ff_map.png
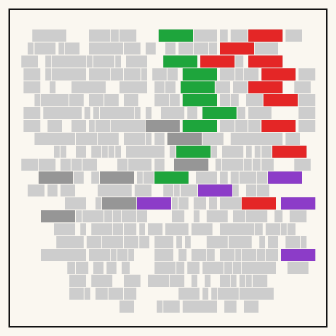
class_map.png
Bar = 20 um.
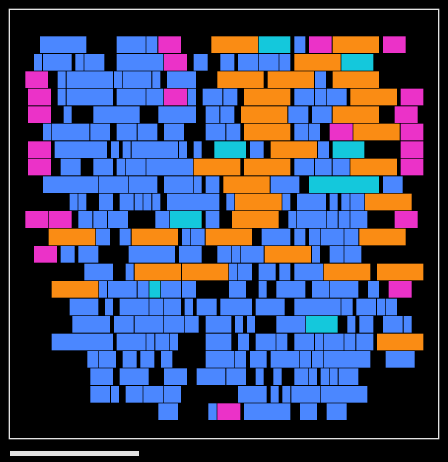
congestion_map.png
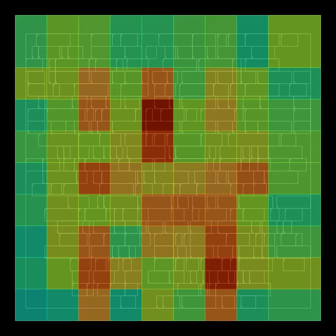
clock_wires.png
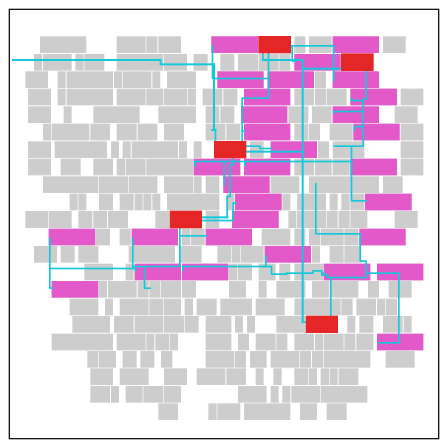
==> src/rtl/tmds_pkg.sv <==
`default_nettype none
// ============================================================================
// tmds_pkg : shared TMDS symbol constants, disparity type and popcount helper.
// Rev 1.0
// ============================================================================
package tmds_pkg;

  localparam int SYM_W = 10;

  localparam logic [SYM_W-1:0] CTRL_00 = 10'b1101010100;
  localparam logic [SYM_W-1:0] CTRL_01 = 10'b0010101011;
  localparam logic [SYM_W-1:0] CTRL_10 = 10'b0101010100;
  localparam logic [SYM_W-1:0] CTRL_11 = 10'b1010101011;

  typedef logic signed [4:0] disp_t;

  function automatic logic [3:0] popcount8(input logic [7:0] v);
    logic [3:0] n;
    n = 4'd0;
    for (int i = 0; i < 8; i++) begin
      n = n + {3'd0, v[i]};
    end
    return n;
  endfunction

endpackage
`default_nettype wire

==> src/rtl/tmds_qm_encode.sv <==
`default_nettype none
// ============================================================================
// tmds_qm_encode : combinational transition-minimisation (stage 1 of TMDS).
// Rev 1.0
// ============================================================================
module tmds_qm_encode
  import tmds_pkg::*;
(
  input  logic [7:0] i_data,
  output logic [8:0] o_qm,
  output logic [3:0] o_n1q
);

  logic [3:0] w_n1d;
  logic       w_use_xnor;
  logic [8:0] w_qm;

  always_comb begin
    w_n1d      = popcount8(i_data);
    w_use_xnor = (w_n1d > 4'd4) || ((w_n1d == 4'd4) && !i_data[0]);
    w_qm       = '0;
    w_qm[0]    = i_data[0];
    for (int i = 1; i < 8; i++) begin
      w_qm[i] = w_use_xnor ? ~(w_qm[i-1] ^ i_data[i]) : (w_qm[i-1] ^ i_data[i]);
    end
    w_qm[8] = ~w_use_xnor;
  end

  assign o_qm  = w_qm;
  assign o_n1q = popcount8(w_qm[7:0]);

endmodule
`default_nettype wire

==> src/rtl/tmds_encoder.sv <==
`default_nettype none
// ============================================================================
// tmds_encoder : 2-stage DC-balanced DVI TMDS encoder for one colour channel.
// Define TMDS_ENCODER_DBG_EN to expose o_disparity and a disparity-bound check.
// Rev 1.0
// ============================================================================
module tmds_encoder
  import tmds_pkg::*;
#(
  parameter bit OUT_LSB_FIRST = 1'b1
) (
  input  logic             i_clk,
  input  logic             i_rst,
  input  logic [7:0]       i_data,
  input  logic             i_de,
  input  logic             i_c0,
  input  logic             i_c1,
  output logic [SYM_W-1:0] o_tmds
`ifdef TMDS_ENCODER_DBG_EN
  ,
  output logic signed [4:0] o_disparity
`endif
);

  logic [8:0]       w_qm;
  logic [3:0]       w_n1q;

  logic [8:0]       r_qm;
  logic [3:0]       r_n1q;
  logic             r_de;
  logic             r_c0;
  logic             r_c1;
  disp_t            r_cnt;
  logic [SYM_W-1:0] r_tmds;

  disp_t            w_n1q_s;
  disp_t            w_n0q_s;
  disp_t            w_diff;
  disp_t            w_cnt_nxt;
  logic [SYM_W-1:0] w_sym;
  logic [SYM_W-1:0] w_sym_out;
  logic [SYM_W-1:0] w_ctrl_rst;

  tmds_qm_encode u_qm (
    .i_data (i_data),
    .o_qm   (w_qm),
    .o_n1q  (w_n1q)
  );

  always_ff @(posedge i_clk) begin
    if (i_rst) begin
      r_qm  <= '0;
      r_n1q <= '0;
      r_de  <= 1'b0;
      r_c0  <= 1'b0;
      r_c1  <= 1'b0;
    end else begin
      r_qm  <= w_qm;
      r_n1q <= w_n1q;
      r_de  <= i_de;
      r_c0  <= i_c0;
      r_c1  <= i_c1;
    end
  end

  // w_diff is n1q - n0q; every branch below is expressed in terms of it.
  assign w_n1q_s = disp_t'({1'b0, r_n1q});
  assign w_n0q_s = 5'sd8 - w_n1q_s;
  assign w_diff  = w_n1q_s - w_n0q_s;

  always_comb begin
    w_sym     = CTRL_00;
    w_cnt_nxt = r_cnt;
    if (!r_de) begin
      case ({r_c1, r_c0})
        2'b00:   w_sym = CTRL_00;
        2'b01:   w_sym = CTRL_01;
        2'b10:   w_sym = CTRL_10;
        default: w_sym = CTRL_11;
      endcase
      w_cnt_nxt = 5'sd0;
    end else if ((r_cnt == 5'sd0) || (w_n1q_s == w_n0q_s)) begin
      w_sym     = {~r_qm[8], r_qm[8], r_qm[8] ? r_qm[7:0] : ~r_qm[7:0]};
      w_cnt_nxt = r_qm[8] ? (r_cnt + w_diff) : (r_cnt - w_diff);
    end else if (((r_cnt > 5'sd0) && (w_n1q_s > w_n0q_s)) ||
                 ((r_cnt < 5'sd0) && (w_n0q_s > w_n1q_s))) begin
      w_sym     = {1'b1, r_qm[8], ~r_qm[7:0]};
      w_cnt_nxt = r_cnt + (r_qm[8] ? 5'sd2 : 5'sd0) - w_diff;
    end else begin
      w_sym     = {1'b0, r_qm[8], r_qm[7:0]};
      w_cnt_nxt = r_cnt + w_diff - (r_qm[8] ? 5'sd0 : 5'sd2);
    end
  end

  generate
    if (OUT_LSB_FIRST) begin : g_lsb_first
      assign w_sym_out  = w_sym;
      assign w_ctrl_rst = CTRL_00;
    end else begin : g_msb_first
      for (genvar gi = 0; gi < SYM_W; gi++) begin : g_rev
        assign w_sym_out[gi]  = w_sym[SYM_W-1-gi];
        assign w_ctrl_rst[gi] = CTRL_00[SYM_W-1-gi];
      end
    end
  endgenerate

  always_ff @(posedge i_clk) begin
    if (i_rst) begin
      r_cnt  <= 5'sd0;
      r_tmds <= w_ctrl_rst;
    end else begin
      r_cnt  <= w_cnt_nxt;
      r_tmds <= w_sym_out;
    end
  end

  assign o_tmds = r_tmds;

`ifdef TMDS_ENCODER_DBG_EN
  assign o_disparity = r_cnt;

  a_cnt_bound: assert property (@(posedge i_clk) (r_cnt <= 5'sd10) && (r_cnt >= -5'sd10));
`endif

endmodule
`default_nettype wire
==> config.mk <==
export PLATFORM = sky130hd
export DESIGN_NAME = tmds_encoder
export DESIGN_NICKNAME = d
export VERILOG_FILES = /design/src/rtl/tmds_pkg.sv /design/src/rtl/tmds_qm_encode.sv /design/src/rtl/tmds_encoder.sv
export SDC_FILE = /design/constraint.sdc
export NUM_CORES = 1
export LEC_CHECK = 0
export CAP_MARGIN = 20
export CORE_MARGIN = 2
export CORE_UTILIZATION = 62
export CTS_CLUSTER_SIZE = 40
export DETAILED_ROUTE_END_ITERATION = 8
export PLACE_DENSITY = 0.85
export SLEW_MARGIN = 15
export SYNTH_ARGS = -nofsm -noshare
export SYNTH_HDL_FRONTEND = slang
export SYNTH_HIERARCHICAL = 1
export SYNTH_SLANG_ARGS = --single-unit
==> constraint.sdc <==
create_clock -name i_clk -period 18.4 [get_ports i_clk]
set_input_delay 1.84 -clock i_clk [delete_from_list [all_inputs] [get_ports i_clk]]
set_output_delay 1.84 -clock i_clk [all_outputs]
set_load 0.03 [all_outputs]
==> reports/results.md <==
| Stage | Metric | Value |
|---|---|---|
| status | Run status | finished, final reports clean |
| synthesis | Synth top cell by count | inv_1 |
| clock tree | Number of buffers added by the clock tree synthesis step | 5 |
| clock tree | Largest buffer count on any clock path | 2 |
| detailed routing | DRT Pass-1 Iters | 6 |
| final layout | Final-layout non-clock buffer area share | 7.88% |
| detailed routing | Post-route DRC | 0 |
| final layout | Share of post-route cells with drive strength above 1 | 8.36% |
| synthesis | Xor and xnor area share after synthesis | 16.0% |
| min path | Worst hold path cell count | 1 |
| timing | Max-slew headroom at the worst pin | 51.1% |
| final layout | Comb gates | 178 |
| setup path | Type of the worst setup path | in -> reg |
| timing | Hold_ws | 0.479 ns |
| synthesis | Adder Area Share | 24.3% |
| synthesis | Top cells by area | dfxtp_1 (26%), ha_1 (14%), fa_1 (9.9%) |
| setup path | Sort of element at the end of the critical path | flop |
| timing | Setup repair after global routing missed its margin | no |
| detailed routing | Vias after detailed routing | 1676 |
| setup path | Data required time of the critical path | 18.55 ns |
| timing | Highest clock frequency the design can meet | 132 MHz |
| grt | Met3 Track Usage GR | 4.73% |
| grt | Met1 capacity usage during global routing | 28.9% |
| place | Post-placement setup slack | 10.49 ns |
| setup path | Worst flop-to-flop path endpoint | r_cnt[4]$_SDFF_PP0_ |
| final layout | Count of flip-flops and latches | 31 |
| detailed routing | Aggregate routed wire length | 4210 um |
| synthesis | Flip-flops with a built-in enable | 0 |
| final layout | Largest cell class | combinational gates |
| clock tree | CTS tree | done |
| synthesis | Async set-or-reset flop fraction in the synthesized netlist | 0% |
| synthesis | Number of nets produced by synthesis | 304 |
| timing | Worst-margin pin slew | 0.732 ns |
| detailed routing | Amount of wire on met2 after detailed routing | 1990 um |
| clock tree | Count of hold buffers inserted by post-cts repair | 0 |
| grt | Routing layer with the top usage in global route | met2 |
| synthesis | Area share of the largest cell type after synthesis | 25.5% |
| final layout | Most frequently placed logic cells in the final layout | inv_1 (36), dfxtp_1 (31), ha_1 (28) |
| synthesis | Top post-synthesis cells by count | inv_1 (36), dfxtp_1 (31), ha_1 (28) |
| timing | Crit share post-route | 41.2% |
| min path | Hold path startpoint | r_cnt[0]$_SDFF_PP0_ |
| synthesis | Number of warnings issued by yosys | 6 |
| setup path | Startpoint type of the worst setup path | input port |
| synthesis | Sequential area share after synthesis | 25.5% |
| timing | Final setup vio count | 0 |
| final layout | Logic share of the area | 58.7% |
| grt | Antenna violations before repair | 0 |
| setup path | Endpoint of the most critical setup path | r_n1q[2]$_SDFF_PP0_ |
| synthesis | Post-synthesis chip area from yosys | 0.00243 mm2 |
| die | Chip footprint | 0.00444 mm2 |
| final layout | Most common library cell in the layout ignoring fill and taps | inv_1 |
| timing | Final tally of max-slew violations | 0 |
| clock tree | Depth of the CTS H-tree | 2 |
| die | # Taps | 48 |
| synthesis | Cell count after synthesis | 251 |
| final layout | Relative area change from synthesis to final layout | 15.0% |
| final layout | Filler cell count | 263 |
| timing | Fin crit period | 7.58 ns |
| place | Count of input and output buffers | 22 |
| synthesis | Cell count in the Yosys report | 251 |
| final layout | Buffer count excluding the clock tree in the final layout | 22 |
| synthesis | Mapped Area | 0.00243 mm2 |
| detailed routing | Number of DRC markers after the initial detailed-route iteration | 117 |
| die | Initial cell density of the core | 65.4% |
| grt | First-pass GRT wire length | 7330 um |
| place | Final weighted congestion in routability-driven placement | 0.915 |
| timing | Worst-case setup margin in the final layout | 10.82 ns |
| setup path | Worst R2R Setup Slack | 14.39 ns |
| final layout | Number of diodes added for antenna fixing | 0 |
| synthesis | Cell type contributing the most total cell area after synthesis | dfxtp_1 |
| place | HPWL Detailed | 3280 um |
| clock tree | Post_cts resized | 0 |
| place | Number of cells after detailed placement | 315 |
| final layout | Final net count | 327 |
| grt | Largest net degree at the start of global routing | 23 |
| detailed routing | Total met3 wirelength after detailed routing | 137 um |
| synthesis | Yosys reg bits | 31 |
| final layout | Clock Buffer Count | 6 |
| final layout | Final cell count without fillers | 323 |
| min path | Class of the tightest hold or removal check | reg -> reg |
| grt | Via count of the first global-routing pass | 1683 |
| synthesis | Average size of a mapped cell | 9.68 um2 |
| min path | Worst-case hold path end point | r_cnt[0]$_SDFF_PP0_ |
| detailed routing | Routed metal-1 wirelength | 2030 um |
| place | Placed Instance Area | 0.00268 mm2 |
| final layout | Comb area | 0.00164 mm2 |
| detailed routing | Number of antenna-violating nets in the routed design | 0 |
| flow run | Log Warnings | 39 |
| final layout | Clk tree area frac | 4.21% |
| synthesis | Top logic cell family in the synthesized netlist | adder cells |
| die | Die height | 66.6 um |
| setup path | Number of cells on the worst reg-to-reg path | 16 |
| final layout | Number of ordinary inverters in the final layout | 36 |
| flow run | Max-Cap Viols | 0 |
| synthesis | Multiplexer share of the synthesized area | 3.14% |
| die | Horizontal die dimension | 66.6 um |
| setup path | Arrival time at the worst endpoint | 7.72 ns |
| detailed routing | Vias per Instance | 5.19 |
| synthesis | Compound-Gate Fraction of Synth Area | 10.9% |
| clock tree | Number of setup buffers added after CTS | 0 |
| setup path | CP Max Fanout | 8 |
| synthesis | Main flop type after synthesis | dfxtp_1 |
| grt | Global-route congestion overflow total | 0 |
| setup path | Start point of the critical path | i_data[0] |
| detailed routing | Highest routed metal layer | met4 |
| timing | Setup_tns | 0 ns |
| die | I/O pin count | 23 |
| clock tree | Cell at the root of the clock tree | clkbuf_8 |
| synthesis | Unique masters post-synth | 45 |
| setup path | Launch instance of the worst register-to-register path | r_n1q[0]$_SDFF_PP0_ |
| timing | Final count of hold timing violations | 0 |
| clock tree | Clock sink total | 31 |
| clock tree | Worst-path clk slew | 0.07 ns |
| synthesis | Simple-gate share of the synthesized area | 13.2% |
-- ff_map.png (at the start) --
Key: purple = r_cnt [sequential cells 5, where east]; green = r_qm [sequential cells 9]; red = o_tmds [sequential cells 10, where north-east]
Another 7 sequential cells are not coloured.
Storage cell area: 621 um2
post-route core utilization: 75.2%
register share of the cell area: 22.2%

-- class_map.png (at the start) --
Key: orange = sequential cells [cells 31]; magenta = remaining buffers and delay cells [cells 22]; cyan = clock drivers and dummy loads [cells 8]; blue = remaining logic cells [cells 214]
core region area: 0.00372 mm2
standard-cell row count: 22
final standard cell area without fillers: 0.00279 mm2

-- congestion_map.png (at the start) --
met2 capacity usage during global routing: 37.0%
routed len/inst: 13.0 um
total routing resource utilization after global routing: 22.2%

-- clock_wires.png (at the start) --
Key: red = clock-net drivers [count 5]; magenta = flip-flops [count 31]; cyan = clock wires [length 408 um]
There are 6 routed clock nets.
worst clock skew on the final layout: 0.00712 ns
insertion delay at the late pin of the worst-skew pair: 0.29 ns

[critical path, stage by stage]
cell and delay (ns):
clkdlybuf4s50_1 0.51, inv_1 0.11, fa_1 0.56, fa_1 0.42
fa_1 0.48, inv_1 0.04, ha_1 0.19, fa_1 0.49
nor3b_1 0.05, o22ai_2 0.44, xnor2_1 0.21, fa_1 0.48
fa_1 0.51, inv_1 0.04, fa_1 0.48, ha_1 0.17
inv_1 0.06, fa_1 0.37, xnor2_1 0.13, nor2b_1 0.12
[state kept, by name, indices dropped and copies added (netlist names)]
signal	count
o_tmds	10
r_qm	9
r_cnt	5
r_n1q	4
r_c0	1
r_c1	1
r_de	1
